## src/rtl/tone_gen_if.sv

```systemverilog
// Note-request channel between the melody sequencer (master) and tone_gen (slave).
interface tone_gen_if #(
  parameter int PW = 12,
  parameter int DW = 8
) ();
  logic          note_valid;
  logic          note_ready;
  logic [PW-1:0] note_period;
  logic [DW-1:0] note_dur;

  modport master (
    output note_valid,
    output note_period,
    output note_dur,
    input  note_ready
  );

  modport slave (
    input  note_valid,
    input  note_period,
    input  note_dur,
    output note_ready
  );
endinterface

```

## src/rtl/tone_gen.sv

```systemverilog
// Square-wave note generator; duration counted in ticks where the counter value is all ones.
// Defining TONE_GEN_QUEUE_EN adds a one-entry note holding register for gapless melodies.
module tone_gen #(
  parameter int BW = 8,
  parameter int PW = 12,
  parameter int DW = 8
) (
  input  logic          clk_i,
  input  logic          rst_i,
  input  logic [BW-1:0] counter_val_i,
  tone_gen_if.slave     note_if,
  output logic          audio_o,
  output logic          busy_o,
  output logic          done_o
);

  typedef enum logic [1:0] {IDLE, PLAY, REST} state_e;

  localparam logic [PW-1:0] PER_ONE = PW'(1);
  localparam logic [DW-1:0] DUR_ONE = DW'(1);

  state_e        state_q, state_d;
  logic          audio_q, audio_d;
  logic          done_q, done_d;
  logic [PW-1:0] half_cnt_q, half_cnt_d;
  logic [DW-1:0] dur_cnt_q, dur_cnt_d;
  logic [PW-1:0] period_q, period_d;

  logic          tick;
  logic          accept;
  logic          fin;
  logic          ld_en;
  logic [PW-1:0] ld_period;
  logic [DW-1:0] ld_dur;

`ifdef TONE_GEN_QUEUE_EN
  logic          q_full_q, q_full_d;
  logic [PW-1:0] q_period_q, q_period_d;
  logic [DW-1:0] q_dur_q, q_dur_d;
  logic          done_pend_q, done_pend_d;
  logic          ld_chain;

  assign note_if.note_ready = !rst_i && !q_full_q;
`else
  assign note_if.note_ready = !rst_i && (state_q == IDLE);
`endif

  assign tick   = (counter_val_i == {BW{1'b1}});
  assign accept = note_if.note_valid && note_if.note_ready;

  always_comb begin
    state_d    = state_q;
    audio_d    = audio_q;
    done_d     = 1'b0;
    half_cnt_d = half_cnt_q;
    dur_cnt_d  = dur_cnt_q;
    period_d   = period_q;
    fin        = 1'b0;
    ld_en      = 1'b0;
    ld_period  = note_if.note_period;
    ld_dur     = note_if.note_dur;
`ifdef TONE_GEN_QUEUE_EN
    q_full_d    = q_full_q;
    q_period_d  = q_period_q;
    q_dur_d     = q_dur_q;
    done_pend_d = 1'b0;
    done_d      = done_pend_q;
    ld_chain    = 1'b0;
`endif

    unique case (state_q)
      IDLE: ld_en = accept;
      PLAY: begin
        if (half_cnt_q == period_q - PER_ONE) begin
          audio_d    = !audio_q;
          half_cnt_d = '0;
        end else begin
          half_cnt_d = half_cnt_q + PER_ONE;
        end
      end
      default: ;
    endcase

    // A tick on the acceptance edge is naturally skipped: we are still IDLE there.
    if (state_q != IDLE && tick) begin
      if (dur_cnt_q == DUR_ONE) begin
        fin = 1'b1;
      end else begin
        dur_cnt_d = dur_cnt_q - DUR_ONE;
      end
    end

    if (fin) begin
      state_d    = IDLE;
      audio_d    = 1'b0;
      done_d     = 1'b1;
      half_cnt_d = '0;
      dur_cnt_d  = '0;
    end

`ifdef TONE_GEN_QUEUE_EN
    if (fin && q_full_q) begin
      ld_en     = 1'b1;
      ld_chain  = 1'b1;
      ld_period = q_period_q;
      ld_dur    = q_dur_q;
      q_full_d  = 1'b0;
    end else if (fin && accept) begin
      ld_en    = 1'b1;
      ld_chain = 1'b1;
    end else if (accept && state_q != IDLE) begin
      q_full_d   = 1'b1;
      q_period_d = note_if.note_period;
      q_dur_d    = note_if.note_dur;
    end
`endif

    if (ld_en) begin
      if (ld_dur == '0) begin
`ifdef TONE_GEN_QUEUE_EN
        // A zero-length note chained behind a completion gets its own pulse one cycle later.
        if (ld_chain) begin
          done_pend_d = 1'b1;
        end else begin
          done_d = 1'b1;
        end
`else
        done_d = 1'b1;
`endif
      end else begin
        state_d    = (ld_period == '0) ? REST : PLAY;
        period_d   = ld_period;
        half_cnt_d = '0;
        dur_cnt_d  = ld_dur;
        audio_d    = (ld_period != '0);
      end
    end
  end

  always_ff @(posedge clk_i) begin
    if (rst_i) begin
      state_q    <= IDLE;
      audio_q    <= 1'b0;
      done_q     <= 1'b0;
      half_cnt_q <= '0;
      dur_cnt_q  <= '0;
`ifdef TONE_GEN_QUEUE_EN
      q_full_q    <= 1'b0;
      done_pend_q <= 1'b0;
`endif
    end else begin
      state_q    <= state_d;
      audio_q    <= audio_d;
      done_q     <= done_d;
      half_cnt_q <= half_cnt_d;
      dur_cnt_q  <= dur_cnt_d;
`ifdef TONE_GEN_QUEUE_EN
      q_full_q    <= q_full_d;
      done_pend_q <= done_pend_d;
`endif
    end
  end

  // Note payload registers carry no control meaning until a valid state selects them.
  always_ff @(posedge clk_i) begin
    period_q <= period_d;
`ifdef TONE_GEN_QUEUE_EN
    q_period_q <= q_period_d;
    q_dur_q    <= q_dur_d;
`endif
  end

  assign audio_o = audio_q;
  assign busy_o  = (state_q != IDLE);
  assign done_o  = done_q;

endmodule

```

## src/flat_wrapper.sv

```systemverilog
// flat-port wrapper written by rule: the top's interface ports become plain ports
module tone_gen_flat 
#(
  parameter int BW = 8,
  parameter int PW = 12,
  parameter int DW = 8
)
  (clk_i, rst_i, counter_val_i, audio_o, busy_o, done_o, note_if_note_valid, note_if_note_period, note_if_note_dur, note_if_note_ready);
  tone_gen_if #(.PW(PW), .DW(DW)) note_if_i ();
  input  logic clk_i;
  input  logic rst_i;
  input  logic [BW-1:0] counter_val_i;
  output logic audio_o;
  output logic busy_o;
  output logic done_o;
  input wire logic [$bits(note_if_i.note_valid)-1:0] note_if_note_valid;
  input wire logic [$bits(note_if_i.note_period)-1:0] note_if_note_period;
  input wire logic [$bits(note_if_i.note_dur)-1:0] note_if_note_dur;
  output wire logic [$bits(note_if_i.note_ready)-1:0] note_if_note_ready;
  assign note_if_i.note_valid = note_if_note_valid;
  assign note_if_i.note_period = note_if_note_period;
  assign note_if_i.note_dur = note_if_note_dur;
  assign note_if_note_ready = note_if_i.note_ready;
  tone_gen #(.BW(BW), .PW(PW), .DW(DW)) u_core (.clk_i(clk_i), .rst_i(rst_i), .counter_val_i(counter_val_i), .note_if(note_if_i), .audio_o(audio_o), .busy_o(busy_o), .done_o(done_o));
endmodule
```

## config.mk

```make
export PLATFORM = sky130hd
export DESIGN_NAME = tone_gen_flat
export DESIGN_NICKNAME = d
export VERILOG_FILES = /design/src/rtl/tone_gen_if.sv /design/src/rtl/tone_gen.sv /design/src/flat_wrapper.sv
export SDC_FILE = /design/constraint.sdc
export NUM_CORES = 1
export LEC_CHECK = 0
export ABC_AREA = 1
export CORE_UTILIZATION = 53
export CTS_BUF_LIST = sky130_fd_sc_hd__clkbuf_4 sky130_fd_sc_hd__clkbuf_8 sky130_fd_sc_hd__clkbuf_16
export CTS_CLUSTER_SIZE = 8
export DETAILED_ROUTE_END_ITERATION = 12
export PLACE_DENSITY = 0.87
export SLEW_MARGIN = 5
export SYNTH_ARGS = -nofsm -noshare
export SYNTH_HDL_FRONTEND = slang
export SYNTH_SLANG_ARGS = --single-unit
```

## constraint.sdc

```tcl
create_clock -name clk_i -period 1.9 [get_ports clk_i]
set_input_delay 0.475 -clock clk_i [delete_from_list [all_inputs] [get_ports clk_i]]
set_output_delay 0.475 -clock clk_i [all_outputs]
set_load 0.05 [all_outputs]
```

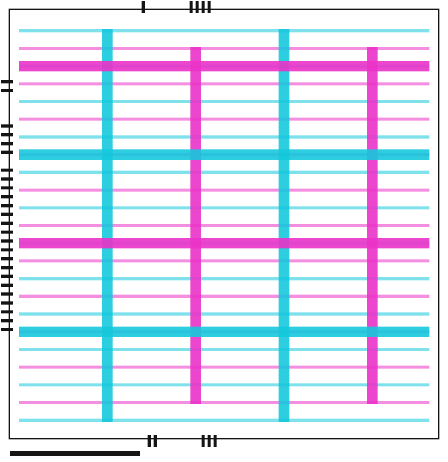
Fig. 1. Supply network (run 1).
Scale bar: 20 um. Pins as bars on the die edge.
[cyan] VSS
[magenta] VDD
met5 straps: 4
signal pins: 35
rows: 22
met4 straps: 4

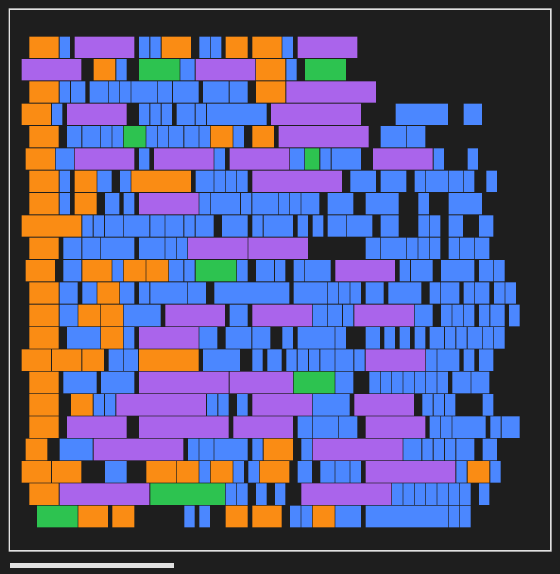
Fig. 2. Cell classes on the final placement (run 1).
Scale bar: 20 um.
[orange] other buffers and delay cells | cells: 54 | share of their area: 18%
[green] clock drivers and dummy loads | cells: 8 | share of their area: 3.7%
[blue] all other logic | cells: 261 | share of their area: 50%
[purple] flops | cells: 36 | share of their area: 29%

==> flow_metrics.py, run 1 <==
# Auto-generated metrics
metrics = {
    "yosys": {
        "syn-cell-area_um2": 2153,
        "ys_async_sr_fraction": 0,
        "syn_avg_cell_area_um2": 7.250,
        "seq_area_frac_synth": 0.3905,
        "synth_largest_type_area_fraction": 0.2231,
    },
    "critical_path": {
        "crit_type": "reg -> reg",
        "cp_bufs_invs": 1,
        "crit_path_start": "u_core.period_q[1]",
        "crit_chain": "inv_2, ha_4, xnor2_4, nor2_2, nand2_1, nor2_2, nand2_2, nor2_4, nand3_4, nand2_4, a21oi_2",
        "critPathLaunchType": "register",
        "r2r-start": "u_core.period_q[1]",
    },
    "floorplanning": {
        "std_cell_rows": 22,
        "core_util_floorplan": 0.5710,
    },
    "finish": {
        "mostFrequentLayoutCell": "sky130_fd_sc_hd__nand2_1",
        "layout-drive-gt1-share": 0.2340,
        "num-nets-final": 393,
    },
    "detailed_routing": {
        "met2_wirelength_um": 3536,
        "route.detailed.wl_per_inst_um": 16.44,
    },
    "clocking": {
        "numCtsBuffers": 5,
        "clock_path_buffers": 2,
        "cts_root_buf": "sky130_fd_sc_hd__clkbuf_8",
    },
    "grt": {
        "maximum_number_of_pins_on_one_net_before_global_route_repair": 14,
    },
    "status": {
        "violations": "setup timing",
        "status": "complete, but fails checks",
    },
    "pwr": {
        "power.clock.fraction": 0.325,
        "power_switching_share": 0.2988,
    },
    "sta": {
        "setup_violations": 4,
        "final_clock_skew_ns": 0.01095,
        "post_layout_worst_setup_margin_ns": -0.01868,
        "report.final.hold_viol_count": 0,
        "max-slew-margin-rel": 0.7364,
        "final_period_minus_worst_setup_slack_ns": 1.919,
    },
    "placed_design": {
        "dpl.cell_count": 393,
    },
    "run": {
        "stage_log_warnings": 28,
    },
}
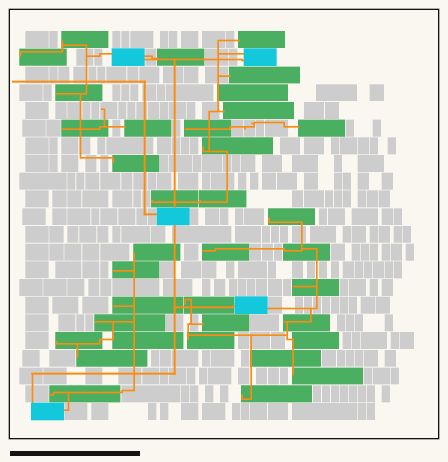
Fig. 3. Clock wires, drivers and flops (run 1).
Scale bar: 20 um.
[green] flip-flops | count: 36
[orange] clock wires | length: 463 um
[cyan] cells driving clock nets | count: 5
routed clock nets: 6

[run 1: what timing repair did]
action	CTS	global route
cloned	1	0
buffers inserted	4	1
pin swaps	8	14
endpoints found under the hold margin	0	0
gates resized	7	24
setup endpoints to repair	12	21
[run 1: power groups by stage]
stage               combinational, uW  sequential [uW]  clock (uW)
floorplan                         201              891           0
global placement                  352              891           0
detailed placement                365              892           0
CTS                               393              875         623
global route                      466              885         664
finish                            434              883         633
[run 1: per-layer routing]
metal,up-vias,track usage
li1,1065,-
met5,-,0
met1,1072,0.3205
met2,147,0.5332
met4,0,0.1658
met3,41,0.06424
[run 1: kinds of logic after synthesis]
| group | count (synthesis) | synth area share |
|---|---|---|
| xor+xnor | 14 | 0.05694 |
| buf+inv | 51 | 0.09646 |
| flops | 36 | 0.3905 |
| simple gates | 169 | 0.3713 |
| compound gates | 23 | 0.06159 |
| fa+ha+maj | 4 | 0.02324 |
[run 1: tightest hold or removal path, stage by stage (launching register included)]
cell and delay, ns:
sky130_fd_sc_hd__dfxtp_1 0.31, sky130_fd_sc_hd__inv_1 0.06, sky130_fd_sc_hd__nand2_1 0.07, sky130_fd_sc_hd__nand2_1 0.04, sky130_fd_sc_hd__o21ai_0 0.06
[run 1: per-stage QoR]
step,setup TNS [ns],instance area [um^2],power [uW],util
CTS,0,2865,1891,0.7598
global route,-1.066,2969,2015,0.7873
finish,-0.02993,2969,1951,0.7873
global placement,-3.144,2669,1243,0.7077
floorplan,0,2161,1093,-
detailed placement,-4.186,2669,1257,0.7077
[run 1: layout make-up]
type,instances,area (um^2),share of cell area
clock inverter,2,12.51,0.004214
timing repair buffer,54,518.0,0.1745
inverter,50,190.2,0.06405
multi-input combinational,211,1252,0.4218
sequential,36,842.1,0.2836
tap,48,60.06,0.02023
clock buffer,6,93.84,0.03161
## Run 2: what changed since run 1
- CORE_UTILIZATION: 53 -> 57
- DONT_BUFFER_PORTS: default -> 1
- PLACE_DENSITY: 0.87 -> 0.8
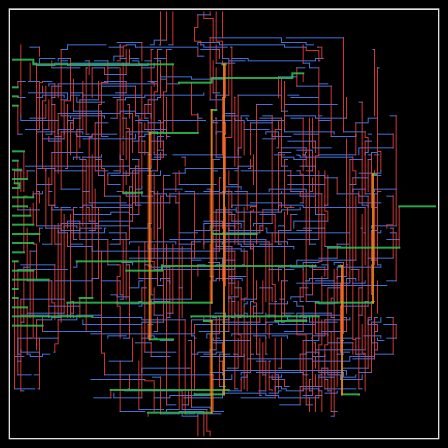
Fig. 4. Routed metal, one color a layer (run 2).
[blue] met1 | wire length: 1900 um
[green] met3 | wire length: 268 um
[red] met2 | wire length: 2580 um
[orange] met4 | wire length: 160 um

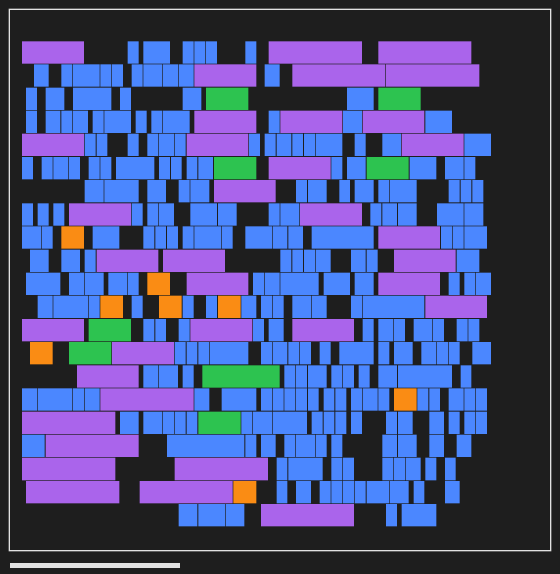
Fig. 5. Cell classes on the final placement (run 2).
Scale bar: 20 um.
[green] clock drivers and dummy loads | cells: 8 | share of their area: 5.0%
[orange] other buffers and delay cells | cells: 8 | share of their area: 2.5%
[blue] all other logic | cells: 261 | share of their area: 58%
[purple] flops | cells: 36 | share of their area: 35%

==> run 2 against run 1 <==
The run now ends clean. Worst setup slack better by 0.077 ns. Clock skew down 0.0045 ns. Combinational power down 38%. Via count down 17%. Critical path type unchanged. Largest power group unchanged. Highest routed layer unchanged.
==> flow_metrics.py, run 2 <==
# Auto-generated metrics
metrics = {
    "detailed_routing": {
        "route.detailed.wl_per_inst_um": 13.65,
    },
    "yosys": {
        "ys_sh_mux": 0,
        "topCombFamilyByArea": "simple AND/OR/NAND/NOR gates",
        "yosys.area_share.xor_xnor": 0.05694,
        "synth_largest_type_area_fraction": 0.2231,
        "syn_avg_cell_area_um2": 7.250,
        "ys_async_sr_fraction": 0,
        "adder_share": 0.02324,
    },
    "grt": {
        "maximum_number_of_pins_on_one_net_before_global_route_repair": 14,
        "busiest_layer": "met2",
        "global_route.usage.met3": 0.06703,
    },
    "finish": {
        "final-clk-cell-share": 0.04906,
        "layout.nonclk_buf_frac": 0.02428,
        "layout.area.top_class": "combinational gates",
        "num-nets-final": 347,
        "layout.cell_area.non_filler_um2": 2474,
        "clock_buffer_cells": 8,
    },
    "placed_design": {
        "dpl.cell_count": 347,
        "placed_cell_area_um2": 2236,
    },
    "sta": {
        "report.final.hold_viol_count": 0,
        "final_clock_skew_ns": 0.006489,
        "post_layout_worst_setup_margin_ns": 0.05790,
        "totalNegativeSetupSlack_ns": 0,
    },
    "clocking": {
        "cts_root_buf": "sky130_fd_sc_hd__clkbuf_8",
        "clock_path_buffers": 2,
    },
    "critical_path": {
        "crit_type": "reg -> reg",
    },
    "status": {
        "status": "completed",
    },
}
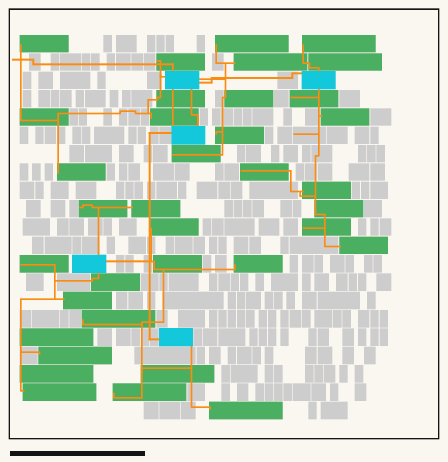
Fig. 6. Clock wires, drivers and flops (run 2).
Scale bar: 20 um.
[cyan] cells driving clock nets | count: 5
[orange] clock wires | length: 412 um
[green] flip-flops | count: 36
flops lie: spread over the die
routed clock nets: 6

run 2: how the worst max path moves through the flow:
| stage | slack [ns] | endpoint | cells after the start | startpoint |
|---|---|---|---|---|
| final | 0.06 | u_core.half_cnt_q[8] | 11 | u_core.period_q[0] |
| after global routing | -0.08 | u_core.half_cnt_q[8] | 11 | u_core.period_q[0] |
| after floorplan | 0.004 | u_core.half_cnt_q[11] | 11 | u_core.state_q[1] |
| after detailed placement | 0.05 | u_core.half_cnt_q[9] | 13 | u_core.period_q[0] |
| after CTS | 0.01 | u_core.half_cnt_q[8] | 13 | u_core.period_q[0] |
| after global placement | 0.1 | u_core.half_cnt_q[8] | 11 | u_core.period_q[0] |
run 2: power by group:
group / total [uW] / switching, uW / internal (uW)
Sequential: 887 / 48.1 / 839
Combinational: 269 / 179 / 89.9
Clock: 683 / 273 / 410
Total: 1840 / 500 / 1340
run 2: worst max-delay path, cell delays in order (launching register included):
cell	delay, ns
sky130_fd_sc_hd__edfxtp_1	0.40
sky130_fd_sc_hd__inv_2	0.11
sky130_fd_sc_hd__ha_4	0.20
sky130_fd_sc_hd__xnor2_1	0.13
sky130_fd_sc_hd__nor2_1	0.15
sky130_fd_sc_hd__nand2_1	0.07
sky130_fd_sc_hd__nor2_1	0.09
sky130_fd_sc_hd__nand2_1	0.09
sky130_fd_sc_hd__nor2_4	0.14
sky130_fd_sc_hd__nand3_4	0.15
sky130_fd_sc_hd__nand2_8	0.14
sky130_fd_sc_hd__nor3_1	0.05
run 2: logic make-up (layout without fill, tap and decap cells):
logic type               Yosys count  after routing
XOR/XNOR                          14             14
AND/OR/NAND/NOR                  169            170
buffers and inverters             51             66
AND-OR/OR-AND                     23             23
adder cells (fa/ha/maj)            4              4
flip-flops                        36             36
## Run 3: what changed since run 2
- SKIP_LAST_GASP: default -> 1
- SLEW_MARGIN: 5 -> 20
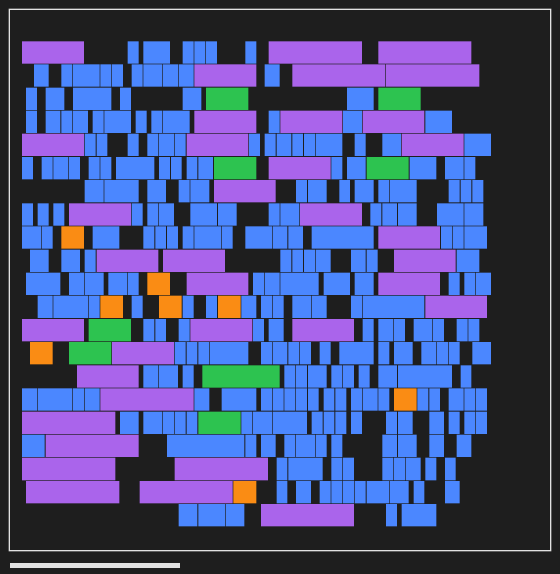
Fig. 7. Cell classes on the final placement (run 3).
Scale bar: 20 um.
[green] clock drivers and dummy loads | cells: 8 | share of their area: 5.0%
[orange] other buffers and delay cells | cells: 8 | share of their area: 2.5%
[blue] all other logic | cells: 261 | share of their area: 58%
[purple] flops | cells: 36 | share of their area: 35%

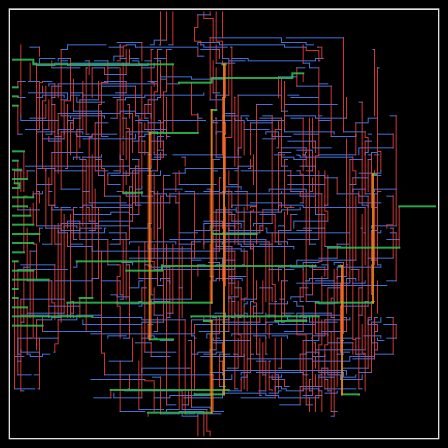
Fig. 8. Routed metal, one color a layer (run 3).
[blue] met1 | wire length: 1900 um
[orange] met4 | wire length: 160 um
[red] met2 | wire length: 2580 um
[green] met3 | wire length: 268 um

==> run 3 against run 2 <==
Clock-buffer cell count unchanged. Non-clock buffer count unchanged. Die size is the same. Wire length unchanged. Clock power about the same. Largest cell class unchanged.
==> flow_metrics.py, run 3 <==
# Auto-generated metrics
metrics = {
    "finish": {
        "final-seq-area_um2": 840.8,
        "sequential_cell_total": 36,
        "layout-drive-gt1-share": 0.1885,
        "final-clk-cell-share": 0.04906,
        "clock_buffer_cells": 8,
    },
    "pwr": {
        "comb_power_uw": 269,
        "powerClk_uw": 683,
    },
    "critical_path": {
        "cpPeakStageDelay_ns": 0.40,
        "timing.critical_path.max_delay_family": "simple AND/OR/NAND/NOR gates",
        "critPathLaunchType": "register",
    },
    "floorplanning": {
        "core_util_floorplan": 0.6209,
        "taps": 46,
    },
    "yosys": {
        "ys_async_sr_fraction": 0,
    },
    "sta": {
        "totalNegativeSetupSlack_ns": 0,
        "setup_violations": 0,
        "max-slew-margin-rel": 0.6296,
    },
    "placed_design": {
        "dpl.cell_count": 347,
    },
    "detailed_routing": {
        "route.detailed.wl_per_inst_um": 13.65,
    },
    "status": {
        "status": "completed",
    },
    "clocking": {
        "clock_path_buffers": 2,
    },
    "grt": {
        "maximum_number_of_pins_on_one_net_before_global_route_repair": 14,
    },
}
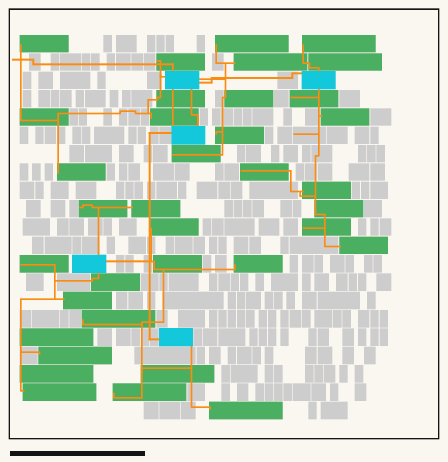
Fig. 9. Clock wires, drivers and flops (run 3).
Scale bar: 20 um.
[cyan] cells driving clock nets | count: 5
[green] flip-flops | count: 36
[orange] clock wires | length: 412 um
routed clock nets: 6
flops lie: spread over the die

[run 3: cell counts in the layout (fill, tap and decap cells not counted)]
No cell type changed its count.
[run 3: repair_timing]
action	in CTS	in global routing
buffers inserted	0	3
endpoints found under the hold margin	0	0
gates resized	0	20
endpoints found under the setup margin	0	13
[run 3: worst max path at each step]
stage	slack, ns	depth (start not counted)	start	to
4_1_cts	0.01	13	u_core.period_q[0]	u_core.half_cnt_q[8]
6_report	0.06	11	u_core.period_q[0]	u_core.half_cnt_q[8]
3_5_place_dp	0.05	13	u_core.period_q[0]	u_core.half_cnt_q[9]
2_1_floorplan	0.004	11	u_core.state_q[1]	u_core.half_cnt_q[11]
3_3_place_gp	0.1	11	u_core.period_q[0]	u_core.half_cnt_q[8]
5_1_grt	-0.08	11	u_core.period_q[0]	u_core.half_cnt_q[8]
[run 3: through the flow]
| stage | setup slack [ns] | util |
|---|---|---|
| floorplan | 0.003677 | - |
| global placement | 0.09887 | 0.6447 |
| detailed placement | 0.04690 | 0.6447 |
| CTS | 0.01038 | 0.6797 |
| global route | -0.07694 | 0.7132 |
| finish | 0.05790 | 0.7132 |
[run 3: logic make-up (layout without fill, tap and decap cells)]
family / Yosys count / in the layout / synth area share
AOI/OAI and AO/OA: 23 / 23 / 0.06159
xor gates and xnor gates: 14 / 14 / 0.05694
buffers and inverters: 51 / 66 / 0.09646
adders and majority gates: 4 / 4 / 0.02324
DFF: 36 / 36 / 0.3905
and+or+nand+nor: 169 / 170 / 0.3713
[run 3: metal layers]
metal  up-vias  part of all wire  global-route usage
li1        971                 -                   -
met1       895              0.39              0.2746
met2        58              0.53              0.4481
met3        13             0.055             0.06703
met4         0             0.032              0.1051
met5         -                 0                   0
Power and IR drop assume default switching activity.
